<file path="src/rtl/fetch_prefetch_queue.sv">
// Instruction-fetch front end: single-outstanding memory request, redirect/drain
// state machine and a DEPTH-entry prefetch FIFO handing instructions to decode.
module fetch_prefetch_queue #(
   parameter int unsigned       ADDR_W   = 16,
   parameter int unsigned       INST_W   = 16,
   parameter int unsigned       DEPTH    = 4,
   parameter int unsigned       INC      = 2,
   parameter logic [ADDR_W-1:0] RESET_PC = '0,
   parameter logic [INST_W-1:0] NOP_INST = 16'h0800
) (
   input  logic              clk,
   input  logic              rst,
   input  logic              redirect_valid,
   input  logic [ADDR_W-1:0] redirect_pc,
   output logic              mem_req_valid,
   output logic [ADDR_W-1:0] mem_req_addr,
   input  logic              mem_req_ready,
   input  logic              mem_rsp_valid,
   input  logic [INST_W-1:0] mem_rsp_data,
   input  logic              mem_rsp_err,
   output logic              inst_valid,
   output logic [INST_W-1:0] inst,
   output logic [ADDR_W-1:0] pc_inc,
   output logic              inst_err,
   input  logic              inst_ready,
   output logic              busy
);

   localparam int unsigned       PTR_W   = $clog2(DEPTH);
   localparam int unsigned       CNT_W   = PTR_W + 1;
   localparam logic [ADDR_W-1:0] INC_A   = ADDR_W'(INC);
   localparam logic [CNT_W-1:0]  DEPTH_C = CNT_W'(DEPTH);

   typedef enum logic [1:0] {IDLE, WAIT, DRAIN, HALT} state_t;

   state_t              state_q, state_d;
   logic [ADDR_W-1:0]   fetch_pc_q, fetch_pc_d;
   logic [ADDR_W-1:0]   req_pc_q, req_pc_d;
   logic [CNT_W-1:0]    count_q, count_d;
   logic [PTR_W-1:0]    head_q, head_d;
   logic [PTR_W-1:0]    tail_q, tail_d;

   logic [INST_W-1:0]   data_q  [DEPTH];
   logic [ADDR_W-1:0]   pcinc_q [DEPTH];
   logic [DEPTH-1:0]    err_q;

   logic                not_empty;
   logic                push;
   logic                pop;
   logic                space;
   logic                accept;

   assign not_empty = (count_q != '0);
   assign push      = (state_q == WAIT) && mem_rsp_valid && !redirect_valid;
   assign pop       = not_empty && inst_ready && !redirect_valid;
   // Pops are deliberately not credited, keeping space free of inst_ready.
   assign space     = (count_q + CNT_W'(push)) < DEPTH_C;

   assign mem_req_valid = ((state_q == IDLE) ||
                           ((state_q == WAIT) && mem_rsp_valid && !mem_rsp_err)) &&
                          space && !redirect_valid;
   assign mem_req_addr  = fetch_pc_q;
   assign accept        = mem_req_valid && mem_req_ready;

   assign inst_valid = not_empty;
   assign inst       = not_empty ? data_q[head_q]  : NOP_INST;
   assign pc_inc     = not_empty ? pcinc_q[head_q] : '0;
   assign inst_err   = not_empty && err_q[head_q];
   assign busy       = (state_q != IDLE);

   always_comb begin
      state_d    = state_q;
      fetch_pc_d = fetch_pc_q;
      req_pc_d   = req_pc_q;
      count_d    = count_q;
      head_d     = head_q;
      tail_d     = tail_q;
      if (redirect_valid) begin
         fetch_pc_d = redirect_pc;
         count_d    = '0;
         head_d     = '0;
         tail_d     = '0;
         // A response landing with the redirect is the stale one; nothing left to drain.
         unique case (state_q)
            WAIT, DRAIN: state_d = mem_rsp_valid ? IDLE : DRAIN;
            default:     state_d = IDLE;
         endcase
      end else begin
         if (push) tail_d = tail_q + PTR_W'(1);
         if (pop)  head_d = head_q + PTR_W'(1);
         count_d = count_q + CNT_W'(push) - CNT_W'(pop);
         unique case (state_q)
            IDLE:    if (accept) state_d = WAIT;
            WAIT:    if (mem_rsp_valid) state_d = mem_rsp_err ? HALT : (accept ? WAIT : IDLE);
            DRAIN:   if (mem_rsp_valid) state_d = IDLE;
            default: state_d = state_q;
         endcase
         if (accept) begin
            req_pc_d   = fetch_pc_q;
            fetch_pc_d = fetch_pc_q + INC_A;
         end
      end
   end

   always_ff @(posedge clk) begin
      if (rst) begin
         state_q    <= IDLE;
         fetch_pc_q <= RESET_PC;
         req_pc_q   <= '0;
         count_q    <= '0;
         head_q     <= '0;
         tail_q     <= '0;
      end else begin
         state_q    <= state_d;
         fetch_pc_q <= fetch_pc_d;
         req_pc_q   <= req_pc_d;
         count_q    <= count_d;
         head_q     <= head_d;
         tail_q     <= tail_d;
      end
   end

   // Payload storage needs no reset; count_q alone decides what is valid.
   always_ff @(posedge clk) begin
      if (push) begin
         data_q[tail_q]  <= mem_rsp_data;
         pcinc_q[tail_q] <= req_pc_q + INC_A;
         err_q[tail_q]   <= mem_rsp_err;
      end
   end

endmodule

</file>
<file path="config.mk">
export PLATFORM = sky130hd
export DESIGN_NAME = fetch_prefetch_queue
export DESIGN_NICKNAME = d
export VERILOG_FILES = /design/src/rtl/fetch_prefetch_queue.sv
export SDC_FILE = /design/constraint.sdc
export NUM_CORES = 1
export LEC_CHECK = 0
export CORE_UTILIZATION = 35
export DETAILED_ROUTE_END_ITERATION = 8
export PLACE_DENSITY_LB_ADDON = 0.12
export SLEW_MARGIN = 20
export SYNTH_ARGS = -nofsm -noshare
export SYNTH_HDL_FRONTEND = slang
export SYNTH_SLANG_ARGS = --single-unit
</file>
<file path="constraint.sdc">
create_clock -name clk -period 3.18 [get_ports clk]
set_input_delay 0.318 -clock clk [delete_from_list [all_inputs] [get_ports clk]]
set_output_delay 0.318 -clock clk [all_outputs]
set_load 0.02 [all_outputs]
</file>
==> impl_metrics.json, run 1 <==
{
  "outcome": "finished, final reports clean",
  "max_slew.worst_pin.slew_ns": 0.596,
  "peakVddDrop_v": 0.000346,
  "hold_path_startpoint": "redirect_pc[10]",
  "place_area_um2": 8590,
  "comb_share_pct": 25.5,
  "rr_startpoint": "state_q[1]",
  "async_reset_ff_share_pct": 0,
  "nets": 647,
  "hold_slack_ns": 0.474,
  "final_area_um2": 9230,
  "max_stage_delay_ns": 0.34,
  "switching_share_pct": 21.0,
  "synthXorXnorAreaFrac_pct": 2.25,
  "worstSetupStartpoint": "state_q[1]",
  "top_logic_kind": "simple AND/OR/NAND/NOR gates",
  "wl_per_cell_um": 17.3,
  "top_layer_used": "met4",
  "reg2reg_slack_ns": 0.39,
  "max_clock_freq_mhz": 345,
  "lay_top_count": "edfxtp_1",
  "clkLatencyLatePin_ns": 0.43,
  "antenna_left": 0,
  "reg2reg_to": "mem_req_addr[15]",
  "synth_seq_share_pct": 65.9,
  "ios": 91,
  "power.density_nw_per_um2": 536,
  "largestClassByArea": "registers",
  "hold_buffers": 0,
  "finalPower_uw": 4940,
  "n_antenna_cell": 0,
  "yosysCellCount": 498,
  "critPathLaunchType": "register",
  "hold_end": "mem_req_addr[10]",
  "cp_top_family": "adder cells",
  "worst-path-stages": 10,
  "crit_path_max_fanout": 6,
  "die-area_um2": 21500,
  "p_comb_share_pct": 4.5,
  "drt_wl_total_mm": 15.2,
  "postLayoutCoreUtil_pct": 45.3,
  "busiest_layer": "met2",
  "crit_buf_inv": 2,
  "fin_skew_ns": 0.00918,
  "fin_ws_ns": 0.280,
  "die_w_um": 147,
  "final_layout_size_suffix_gt1_share_pct": 15.1,
  "top_area_cell": "edfxtp_1",
  "fill_cells": 1804,
  "syn_nets": 550,
  "dp_hpwl_mm": 9.71,
  "setup_tns_ns": 0,
  "ys_warn_count": 0,
  "wl_met1_mm": 6.91,
  "io_buffers": 90,
  "coreArea_um2": 20400,
  "dr_wl_met3_um": 709,
  "pwr-share-seq_pct": 50.5,
  "simple_gate_share_pct": 11.5,
  "logic_area_um2": 2350,
  "yosys-top-cells-count": "edfxtp_1, nand2_1, dfxtp_1",
  "clkPwrFrac_pct": 45.0,
  "relSlewSlack_pct": 60.2,
  "final_cells": 878,
  "antenna_found_initial": 0,
  "buffers_excl_clock": 106,
  "synth-edff-count": 132,
  "area_growth_pct": 26.0,
  "synth-seq-cells": 175,
  "endpoint_kind": "output port",
  "cp_slowest_cell": "dfxtp_1",
  "post_cts_resized": 2,
  "grt_use_total_pct": 15.3,
  "intPower_uw": 3910,
  "fp_util_pct": 36.0,
  "hold_violations": 0,
  "grtUsageMet1_pct": 19.9,
  "final-clk-cell-share_pct": 6.87,
  "synth.avg_cell_area_um2": 14.7,
  "endpoint": "mem_req_valid",
  "placed_cells": 846,
  "cts_tree": "built",
  "path_clk_slew_ns": 0.07,
  "drv_slew": 0,
  "cts_buffer_depth": 2,
  "postCtsSetupBuffers": 0,
  "most-common-layout-cells": "edfxtp_1, clkdlybuf4s50_1, nand2_1",
  "rr_worst_depth": 10,
  "met2_usage_pct": 25.0,
  "grt_pass1_vias": 4727,
  "synth_top_area_share_pct": 54.1,
  "hold_depth": 3,
  "seq_share_pct": 52.3,
  "std_cell_rows": 52,
  "finalSetupViolations": 0,
  "gp_congestion": 0.808,
  "vias_per_cell": 5.03,
  "firstDrtPassIters": 4,
  "worst_ep_arrival_time_ns": 2.58,
  "synth_area_um2": 7330,
  "worstPathCellList": "inv_1 > ha_1 > nand2_1 > nor2_1 > ha_1 > ha_1 > xnor2_4 > o21ai_0 > nor2_1 > dlygate4sd2_1",
  "pre_cts_slack_ns": 0.211,
  "drv_cap": 0,
  "p_clk_uw": 2230,
  "drc_errors": 0,
  "grt_max_degree": 37,
  "ys_sh_mux_pct": 10.3,
  "cts_root_buf": "clkbuf_16",
  "power.leakage_uw": 0.00295,
  "nClkBuffers": 18,
  "cp_common_cell": "ha_1",
  "top_power_group": "sequential cells",
  "flops": 175,
  "post-synth-top-count-cell": "edfxtp_1",
  "synth_cells": 498,
  "cp.required_ns": 2.86,
  "powerComb_uw": 221,
  "fin_crit_ns": 2.90,
  "hp-class": "input pin to register",
  "n_all_inverters": 12,
  "wl_met2_mm": 7.40,
  "reg_top3": "data_q: 64 flops, pcinc_q: 64 flops",
  "use_met3_pct": 3.41,
  "tool_warnings": 31,
  "power.switching_uw": 1040,
  "yosys.area_share.aoi_pct": 5.64,
  "worstSetupPathType": "register to output port",
  "powerSeq_uw": 2500,
  "synth_cell_types": 49
}
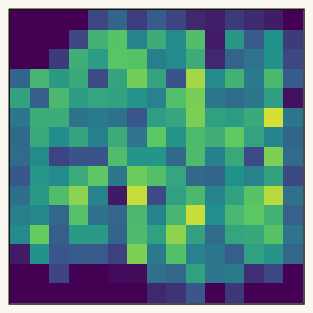
Fig. 1. Local utilization (run 1).
(2 px per µm) The die is cut into 15 by 15 equal tiles; dark purple is low, yellow is high, 0 to 100% covered.
nearly empty tiles = 12%
tiles over 75% full = 6.7%
fullest tile = 94%
mean over tiles = 41%
emptiest ninth of the die = bottom left

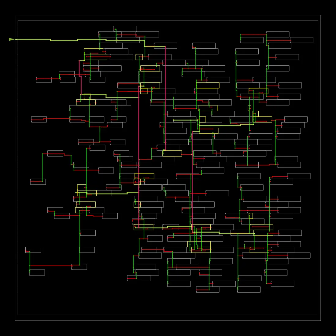
Fig. 2. Clock routing (run 1).
Num CTS Buffers: 17
Num Clock Sinks: 175

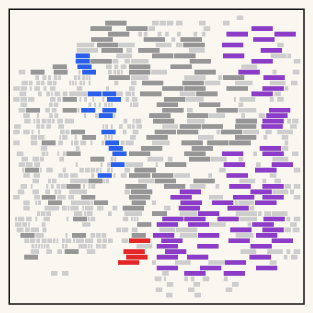
Fig. 3. Sequential cells grouped by signal name (run 1).
(2 px per µm) Other sequential cells in the stronger grey, the rest of the logic in the fainter grey.
req_pc_q -> blue  # sequential cells 16
data_q -> purple  # sequential cells 64
err_q -> red  # sequential cells 4, where bottom middle

Fig. 4: run 1, port wiring
(2 px per µm)
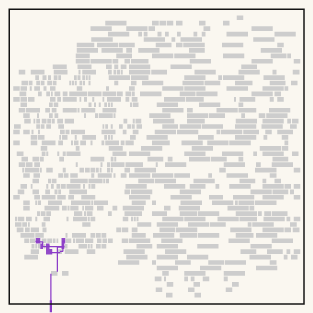

==> run 2, diff against run 1 <==
==> constraint.sdc (replaced) <==
create_clock -name clk -period 3.4 [get_ports clk]
set_input_delay 0.34 -clock clk [delete_from_list [all_inputs] [get_ports clk]]
set_output_delay 0.34 -clock clk [all_outputs]
set_load 0.02 [all_outputs]
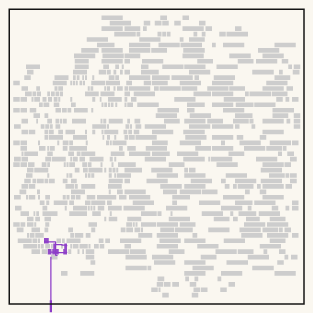
Fig. 5. Port wiring (run 2).
(2 px per µm)
mem_rsp_valid -> purple  # bits 1, direction input, end cells 6, buffers 1, wire 51.2 µm
IO Pins: 91
Port Buf Inserts: 90

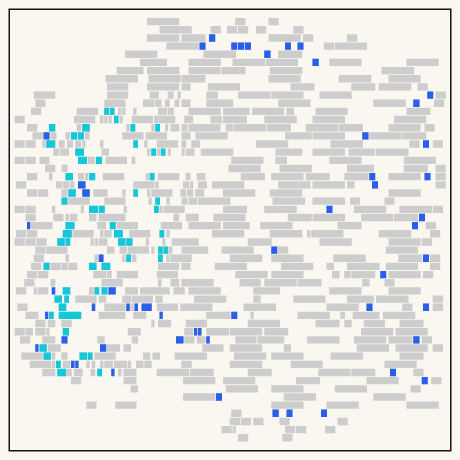
Fig. 6. Selected gate families (run 2).
(3 px per µm)
NOR gates -> blue  # cells 55, where all over the die
inverting AOI/OAI gates -> cyan  # cells 58

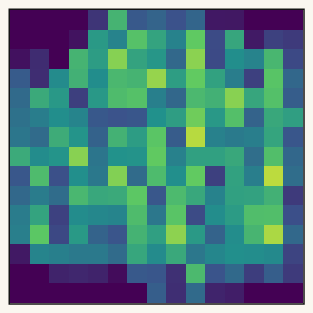
Fig. 7. Local utilization (run 2).
(2 px per µm) The die is cut into 15 by 15 equal tiles; dark purple is low, yellow is high, 0 to 100% covered.
fullest tile = 90%
tiles over 75% full = 6.7%
nearly empty tiles = 10%
mean over tiles = 41%

==> impl_metrics.json, run 2 <==
{
  "outcome": "finished, final reports clean",
  "cp_top_family": "buffers and inverters",
  "most-common-layout-cells": "edfxtp_1, clkdlybuf4s50_1, nand2_1",
  "pre_cts_slack_ns": 0.319,
  "simple_gate_share_pct": 11.5,
  "clkPwrFrac_pct": 42.8,
  "worstSetupPathType": "register to output port",
  "finalSetupViolations": 0,
  "top_area_cell": "edfxtp_1",
  "max_clock_freq_mhz": 341,
  "busiest_layer": "met2",
  "top_layer_used": "met4",
  "clkLatencyLatePin_ns": 0.42,
  "logic_area_um2": 2360,
  "top_power_group": "sequential cells",
  "power.density_nw_per_um2": 484,
  "seq_share_pct": 52.6,
  "cts_buffer_depth": 2,
  "reg2reg_slack_ns": 0.66,
  "dr_wl_met3_um": 578,
  "synth_cells": 498,
  "max_stage_delay_ns": 0.59,
  "antenna_left": 0,
  "synth.avg_cell_area_um2": 14.7,
  "postLayoutCoreUtil_pct": 45.1,
  "drv_cap": 0,
  "setup_tns_ns": 0,
  "nets": 645,
  "endpoint_kind": "output port",
  "cp_slowest_cell": "dfxtp_2",
  "powerSeq_uw": 2340,
  "dp_hpwl_mm": 9.64,
  "met2_usage_pct": 23.5,
  "hp-class": "register to register",
  "endpoint": "pc_inc[3]",
  "synth_area_um2": 7330,
  "drv_slew": 0,
  "hold_slack_ns": 0.472,
  "largestClassByArea": "registers",
  "grtUsageMet1_pct": 19.9,
  "final-clk-cell-share_pct": 6.29,
  "p_comb_share_pct": 4.6,
  "cts_num_sinks": 175,
  "hold_path_startpoint": "req_pc_q[15]",
  "crit_buf_inv": 2,
  "use_met3_pct": 3.59,
  "synth_seq_share_pct": 65.9,
  "max_slew.worst_pin.slew_ns": 0.627,
  "n_antenna_cell": 0,
  "syn_nets": 550,
  "synth_top_area_share_pct": 54.1,
  "crit_path_max_fanout": 11,
  "power.switching_uw": 1000,
  "hold_end": "req_pc_q[15]",
  "finalPower_uw": 4440,
  "rr_worst_depth": 11,
  "powerComb_uw": 206,
  "grt_max_degree": 37,
  "grt_use_total_pct": 14.8,
  "cts_tree": "built",
  "worst_ep_arrival_time_ns": 2.59,
  "path_clk_slew_ns": 0.07,
  "std_cell_rows": 52,
  "die-area_um2": 21500,
  "coreArea_um2": 20400,
  "hold_violations": 0,
  "grt_pass1_vias": 4419,
  "vias_per_cell": 4.96,
  "wl_met2_mm": 7.08,
  "yosys-top-cells-count": "edfxtp_1, nand2_1, dfxtp_1",
  "rr_startpoint": "state_q[1]",
  "hold_buffers": 0,
  "hold_depth": 2,
  "power.leakage_uw": 0.00291,
  "nClkBuffers": 18,
  "cts_buffers": 17,
  "n_all_inverters": 12,
  "wl_per_cell_um": 17.2,
  "switching_share_pct": 22.5,
  "final_area_um2": 9180,
  "wl_met1_mm": 7.27,
  "synth-seq-cells": 175,
  "antenna_found_initial": 0,
  "flops": 175,
  "firstDrtPassIters": 4
}
==> run 3, diff against run 2 <==
--- a/config.mk
+++ b/config.mk
@@ -8,7 +8,7 @@
 export CORE_UTILIZATION = 35
 export DETAILED_ROUTE_END_ITERATION = 8
 export PLACE_DENSITY_LB_ADDON = 0.12
-export SLEW_MARGIN = 20
+export SLEW_MARGIN = 10
 export SYNTH_ARGS = -nofsm -noshare
 export SYNTH_HDL_FRONTEND = slang
 export SYNTH_SLANG_ARGS = --single-unit
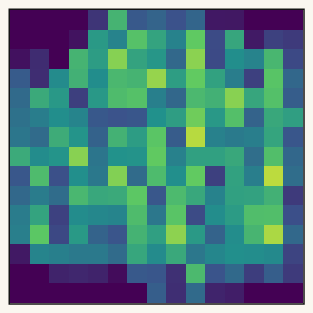
Fig. 8. Local utilization (run 3).
(2 px per µm) The die is cut into 15 by 15 equal tiles; dark purple is low, yellow is high, 0 to 100% covered.
mean over tiles = 41%
fullest tile = 90%
nearly empty tiles = 10%
tiles over 75% full = 6.7%

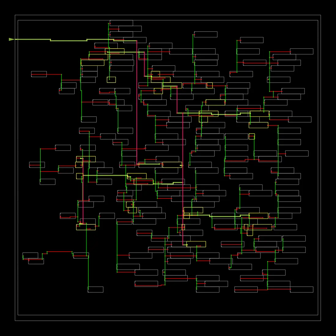
Fig. 9. Clock routing (run 3).
Layout Skew: 0.00989 ns
clock buffer count: 18
Latency at later pin: 0.42 ns

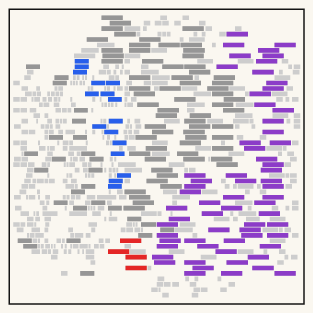
Fig. 10. Sequential cells grouped by signal name (run 3).
(2 px per µm) Other sequential cells in the stronger grey, the rest of the logic in the fainter grey.
Seq power: 2340 µW
fin util: 45.1%

==> impl_metrics.json, run 3 <==
{
  "outcome": "finished, final reports clean",
  "grt_pass1_wl_mm": 24.1,
  "max_stage_delay_ns": 0.59,
  "hold_violations": 0,
  "ios": 91,
  "max_clock_freq_mhz": 341,
  "worst_ep_arrival_time_ns": 2.59,
  "post-synth-top-count-cell": "edfxtp_1",
  "hold_end": "req_pc_q[15]",
  "simple_gate_share_pct": 11.5,
  "critPathLaunchType": "register",
  "htree_levels": 4,
  "final_area_um2": 9180,
  "cp_slowest_cell": "dfxtp_2",
  "cts_buffer_depth": 2,
  "yosys.area_share.aoi_pct": 5.64,
  "hold_buffers": 0,
  "dp_hpwl_mm": 9.64,
  "tool_warnings": 31,
  "dr_wl_met3_um": 578,
  "peakVddDrop_v": 0.000339,
  "fp_util_pct": 36.0,
  "power.leakage_uw": 0.00291,
  "pwr-share-seq_pct": 52.6,
  "async_reset_ff_share_pct": 0,
  "top_area_cell": "edfxtp_1",
  "cp.required_ns": 3.06,
  "synth_chip_area_um2": 7330,
  "antenna_found_initial": 0,
  "synth-edff-count": 132,
  "drc_errors": 0,
  "nonClkBufAreaFrac_pct": 11.3,
  "n_all_inverters": 12,
  "worstSetupPathType": "register to output port",
  "ys_warn_count": 0,
  "postCtsSetupBuffers": 0,
  "endpoint_kind": "output port",
  "logic_area_um2": 2360,
  "p_comb_share_pct": 4.6,
  "clkPwrFrac_pct": 42.8,
  "synth-seq-cells": 175,
  "syn_nets": 550,
  "synth.avg_cell_area_um2": 14.7,
  "topCellsByArea": "edfxtp_1, dfxtp_1, mux4_2",
  "powerComb_uw": 206,
  "path_clk_slew_ns": 0.07,
  "largestClassByArea": "registers",
  "flop_cell": "edfxtp_1",
  "finalSetupViolations": 0,
  "reg2reg_slack_ns": 0.66,
  "intPower_uw": 3440,
  "grt_use_total_pct": 14.8,
  "die_w_um": 147,
  "overflow": 0,
  "switching_share_pct": 22.5,
  "reg_top3": "data_q: 64 flops, pcinc_q: 64 flops",
  "post_cts_resized": 0,
  "seq_share_pct": 52.6,
  "reg2reg_to": "mem_req_addr[5]",
  "cp_top_family": "buffers and inverters",
  "cts_root_buf": "clkbuf_16",
  "fin_ws_ns": 0.466,
  "crit_path_max_fanout": 11,
  "power.density_nw_per_um2": 484,
  "finalPower_uw": 4440,
  "cts_num_sinks": 175,
  "lay_top_count": "edfxtp_1",
  "wl_met1_mm": 7.27,
  "power.switching_uw": 1000,
  "cts_buffers": 17,
  "fin_crit_ns": 2.93,
  "relSlewSlack_pct": 58.2,
  "coreArea_um2": 20400,
  "nets": 645,
  "synth_seq_share_pct": 65.9,
  "setup_tns_ns": 0,
  "nWellTaps": 270,
  "io_buffers": 90,
  "final_cells": 876,
  "cts_tree": "built",
  "top_layer_used": "met4",
  "grtUsageMet1_pct": 19.9,
  "grt_pass1_vias": 4419,
  "placed_cells": 844,
  "worst-path-stages": 4,
  "seq_area_um2": 4830,
  "drv_slew": 0,
  "most-common-layout-cells": "edfxtp_1, clkdlybuf4s50_1, nand2_1",
  "synthXorXnorAreaFrac_pct": 2.25,
  "area_growth_pct": 25.3,
  "die-area_um2": 21500,
  "vias": 4341,
  "drt_wl_total_mm": 15.1,
  "p_clk_uw": 1900,
  "antenna_left": 0,
  "final-clk-cell-share_pct": 6.29,
  "rr_startpoint": "state_q[1]",
  "ys_sh_mux_pct": 10.3,
  "buffers_excl_clock": 104,
  "synth_area_um2": 7330,
  "yosys-top-cells-count": "edfxtp_1, nand2_1, dfxtp_1",
  "use_met3_pct": 3.59,
  "drt_iter0_drc": 174,
  "vias_per_cell": 4.96,
  "grt_max_degree": 37,
  "hold_depth": 2,
  "hold_path_startpoint": "req_pc_q[15]",
  "synth_cells": 498,
  "wl_met2_mm": 7.08,
  "pre_cts_slack_ns": 0.319,
  "endpoint": "pc_inc[3]",
  "post-route-period-util_pct": 86.3,
  "flops": 175,
  "synth_adder_area_share_pct": 2.22,
  "firstDrtPassIters": 4,
  "comb_share_pct": 25.7,
  "n_antenna_cell": 0,
  "synth_top_area_share_pct": 54.1,
  "top_logic_kind": "simple AND/OR/NAND/NOR gates",
  "met2_usage_pct": 23.5,
  "synth_cell_types": 49,
  "wl_per_cell_um": 17.2,
  "crit_buf_inv": 2,
  "final_layout_size_suffix_gt1_share_pct": 15.0,
  "max_slew.worst_pin.slew_ns": 0.627,
  "hold_slack_ns": 0.472,
  "yosysCellCount": 498,
  "top_power_group": "sequential cells",
  "drv_cap": 0,
  "dieHeight_um": 147,
  "fill_cells": 1816,
  "busiest_layer": "met2",
  "std_cell_rows": 52,
  "place_area_um2": 8580,
  "worstPathCellList": "buf_4 > mux4_2 > nor2b_1 > clkdlybuf4s50_1",
  "rr_worst_depth": 11,
  "rsz0062_at_grt": "no",
  "hp-class": "register to register",
  "comb.multi_input.count": 283,
  "gp_congestion": 0.769
}
No activity file was given, so power comes from the tool's default toggle rates.
